$ cat config.mk
export PLATFORM = sky130hd
export DESIGN_NAME = switch_debouncer
export DESIGN_NICKNAME = d
export VERILOG_FILES = /design/src/rtl/gate_demo_pkg.sv /design/src/rtl/debounce_channel.sv /design/src/rtl/switch_debouncer.sv
export SDC_FILE = /design/constraint.sdc
export NUM_CORES = 1
export LEC_CHECK = 0
export CAP_MARGIN = 20
export CORE_MARGIN = 3
export CORE_UTILIZATION = 45
export DETAILED_ROUTE_END_ITERATION = 7
export SKIP_LAST_GASP = 1
export SLEW_MARGIN = 20
export SYNTH_ARGS = -nofsm -noshare
export SYNTH_HDL_FRONTEND = slang
export SYNTH_SLANG_ARGS = --single-unit
export TNS_END_PERCENT = 1
$ cat constraint.sdc
create_clock -name I_P_CLK -period 2.79 [get_ports I_P_CLK]
set_clock_uncertainty 0.05 [all_clocks]
set_input_delay 0.558 -clock I_P_CLK [delete_from_list [all_inputs] [get_ports I_P_CLK]]
set_output_delay 0.558 -clock I_P_CLK [all_outputs]
set_load 0.005 [all_outputs]
$ cat src/rtl/gate_demo_pkg.sv
// Board-wide constants shared by the switch conditioning and gate demo blocks.
// Debounce length is derived from the board clock and a millisecond budget.
package gate_demo_pkg;

   localparam int BOARD_CLK_HZ   = 100_000_000;
   localparam int DEB_MS_DEFAULT = 10;
   localparam int SW_CH_DEFAULT  = 2;

   function automatic int deb_cycles_for_ms(input int clk_hz, input int ms);
      return (clk_hz / 1000) * ms;
   endfunction

   localparam int DEB_CYCLES_DEFAULT = deb_cycles_for_ms(BOARD_CLK_HZ, DEB_MS_DEFAULT);

endpackage

$ cat src/rtl/debounce_channel.sv
// One switch channel: two-stage synchronizer, stability counter, clean level
// register and registered single-cycle rise/fall strobes.
module debounce_channel
   import gate_demo_pkg::*;
#(
   parameter int DEB_CYCLES = DEB_CYCLES_DEFAULT
) (
   input  logic clk,
   input  logic rst_n,
   input  logic sw,
   output logic clean,
   output logic rise,
   output logic fall
);

   localparam int CNT_W = $clog2(DEB_CYCLES + 1);
   localparam logic [CNT_W-1:0] CNT_LAST = CNT_W'(DEB_CYCLES - 1);

   logic             sync1;
   logic             sync2;
   logic [CNT_W-1:0] cnt;

   // Any return of sync2 to the held level restarts the count, so only an
   // unbroken run of DEB_CYCLES mismatched samples moves the clean level.
   always_ff @(posedge clk or negedge rst_n) begin
      if (!rst_n) begin
         sync1 <= 1'b0;
         sync2 <= 1'b0;
         cnt   <= '0;
         clean <= 1'b0;
         rise  <= 1'b0;
         fall  <= 1'b0;
      end else begin
         sync1 <= sw;
         sync2 <= sync1;
         rise  <= 1'b0;
         fall  <= 1'b0;
         if (sync2 == clean) begin
            cnt <= '0;
         end else if (cnt == CNT_LAST) begin
            clean <= sync2;
            cnt   <= '0;
            rise  <= sync2;
            fall  <= ~sync2;
         end else begin
            cnt <= cnt + 1'b1;
         end
      end
   end

endmodule

$ cat src/rtl/switch_debouncer.sv
// Conditions all raw slide-switch inputs; one debounce_channel per switch plus
// a combined change strobe for downstream event logic.
module switch_debouncer
   import gate_demo_pkg::*;
#(
   parameter int N_CH       = SW_CH_DEFAULT,
   parameter int DEB_CYCLES = DEB_CYCLES_DEFAULT
) (
   input  logic            I_P_CLK,
   input  logic            I_P_RST_N,
   input  logic [N_CH-1:0] I_P_SW,
   output logic [N_CH-1:0] O_P_SW_CLEAN,
   output logic [N_CH-1:0] O_P_RISE,
   output logic [N_CH-1:0] O_P_FALL,
   output logic            O_P_CHANGE_ANY
);

   for (genvar i = 0; i < N_CH; i++) begin : g_ch
      debounce_channel #(
         .DEB_CYCLES(DEB_CYCLES)
      ) u_ch (
         .clk  (I_P_CLK),
         .rst_n(I_P_RST_N),
         .sw   (I_P_SW[i]),
         .clean(O_P_SW_CLEAN[i]),
         .rise (O_P_RISE[i]),
         .fall (O_P_FALL[i])
      );
   end

   // Strobes are already registered, so this stays a single-cycle pulse even
   // when several channels accept on the same edge.
   assign O_P_CHANGE_ANY = |(O_P_RISE | O_P_FALL);

endmodule

Figure 1. Placement density heat map.
Scale: 4 px per micron. 8 x 8 tiles, from black (low) to pale yellow (high), 0 to 100% covered.
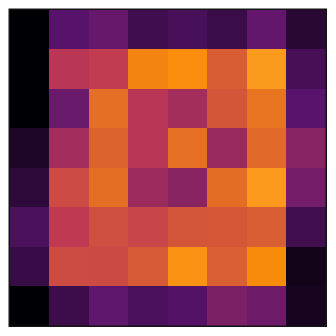
The mean over all tiles is 41%. 6.2% of the tiles are over 75% full. The fullest tile reaches 78%. 6.2% of the tiles are nearly empty. The emptiest ninth of the die: top left.

==> results.txt <==
fresh numbers from the pnr run: n_taps=67, Top non-seq family=simple AND/OR/NAND/NOR gates, post-place setup slack=485.3 ps, Cell Area, Placed=0.002527 sq mm, count of final hold-check violations=0, fin crit share=82.31%, worst path cell trace=or4b_1 -> or4_4 -> o21ai_2 -> buf_4 -> nor2_1, Psw=0.2597 mW, Routed Antenna Nets=0, Data buffer area share=5.094%, Fmax=435.5 MHz, via count=1677, GRT Residual Overflow=0, YS chip area=0.002390 sq mm, Clk network pwr share=33.2%, Logic pwr share=3.8%, later-pin clock latency in the skew report=300 ps, Crit path max-delay family=simple AND/OR/NAND/NOR gates, hpwl dp=2995 microns, floorplan net count=243, num rows=25, fillers=456, Arrival @ worst endpoint=2430 ps, area fraction in xor and xnor cells=8.063%, Top cells excl fill/tap=dfrtp_1, nor2_1, nand3_1, a21oi_1, or4_1, clk tree area frac=2.931%, Layout area overhead=8.953%, WL final=4274 microns, status=complete, no violations, cell area after layout=0.002604 sq mm, tool warnings=26
Figure 2. Close-up of the layout.
Window x 27 to 52, y 27 to 52 microns. Cells in gray, sequential cells in the stronger gray; small squares are vias.
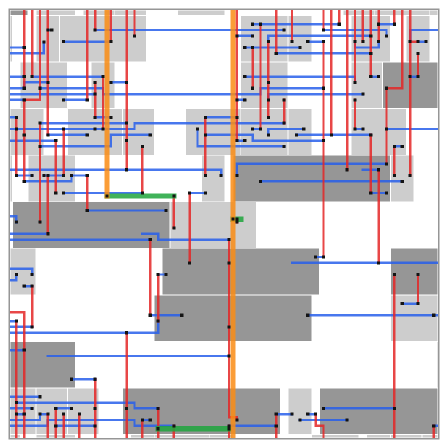
Green stands for M3. Orange stands for M4. Blue stands for M1. Red stands for M2.
Sequential cells in the window: 6. Netlist names of flops here include `g_ch.u_ch.cnt` (5), `g_ch.u_ch.sync2` (1). 33 logic cells have their middle in the window. Most frequent: dfrtp_1 (6), nor2_1 (5), or4_1 (5).

-- how the worst max path moves through the flow --
stage                              startpoint                    to  slack (ps)  cells past startpoint
after floorplan           g_ch[0].u_ch.cnt[6]    g_ch[0].u_ch.clean         660                      4
after global placement    g_ch[0].u_ch.cnt[6]  g_ch[0].u_ch.cnt[19]         550                      5
after detailed placement  g_ch[0].u_ch.cnt[6]   g_ch[0].u_ch.cnt[7]         490                      5
after CTS                 g_ch[0].u_ch.cnt[6]   g_ch[0].u_ch.cnt[8]         460                      5
after global routing      g_ch[0].u_ch.cnt[6]   g_ch[0].u_ch.cnt[7]         360                      5
final                     g_ch[0].u_ch.cnt[6]   g_ch[0].u_ch.cnt[6]         490                      5
-- power groups by stage --
stage               clock (mW)  sequential (mW)  combinational [mW]
floorplan                    0            0.757              0.0199
global placement             0            0.759              0.0462
detailed placement           0            0.759              0.0471
CTS                      0.410            0.745              0.0472
global route             0.450            0.747              0.0534
finish                   0.393            0.745              0.0449
-- worst reg2reg max path: stages, from the launching register on --
cell     delay, ps
dfrtp_1        430
or4b_1         530
or4_4          540
o21ai_2        310
buf_4          260
nor2_1          70
-- cell usage after synthesis --
cell type / instances / area share (%)
nor3b_1: 4 / 1.3
clkbuf_1: 6 / 0.94
o21ai_2: 1 / 0.37
and3_1: 4 / 1.0
nand2_1: 10 / 1.6
or4_1: 14 / 4.4
or4b_1: 2 / 0.84
buf_6: 1 / 0.47
o21ai_0: 10 / 2.1
o31ai_1: 6 / 1.9
or2b_1: 1 / 0.31
buf_4: 6 / 1.9
nor4_1: 1 / 0.26
nand3_2: 1 / 0.42
and2_1: 2 / 0.52
nor4bb_1: 1 / 0.42
xnor2_1: 12 / 4.4
nand3_1: 16 / 3.4
nor2_1: 26 / 4.1
xor2_1: 10 / 3.7
inv_1: 8 / 1.3
mux2_2: 1 / 0.47
or3_1: 9 / 2.4
dfrtp_1: 50 / 52
or2_2: 2 / 0.52
o21ai_1: 1 / 0.21
a21oi_1: 16 / 3.4
or2_4: 1 / 0.37
or4_4: 1 / 0.47
nor3_1: 4 / 0.84
nand4_1: 5 / 1.3
and3_2: 2 / 0.63
ha_1: 2 / 1.0
mux2_4: 1 / 0.63
-- registers in the layout, indices dropped and copies added (netlist names) --
signal           flops
g_ch.u_ch.clean      2
g_ch.u_ch.cnt       40
g_ch.u_ch.fall       2
g_ch.u_ch.rise       2
g_ch.u_ch.sync1      2
g_ch.u_ch.sync2      2
-- metrics by stage --
| stage | cells | power, mW | hold slack (ps) | utilization, % |
|---|---|---|---|---|
| 2_1_floorplan | 237 | 0.7765 | 212.4 | - |
| 3_3_place_gp | 306 | 0.8055 | 283.1 | 51.47 |
| 3_5_place_dp | 306 | 0.8065 | 295.7 | 51.47 |
| 4_1_cts | 313 | 1.202 | 242.2 | 53.02 |
| 5_1_grt | 313 | 1.251 | 256.3 | 53.02 |
| 6_report | 313 | 1.182 | 214.3 | 53.02 |
-- routing by layer --
metal,global-route usage [%],wire length (microns),vias to the layer above,share of wire [%]
met4,5.670,64,0,1.5
li1,-,-,848,-
met5,0,0,-,0
met2,22.41,1772,22,41
met3,3.855,138,5,3.2
met1,22.74,2300,802,54
Power figures rest on the tool's default switching activity, not on a simulated workload.
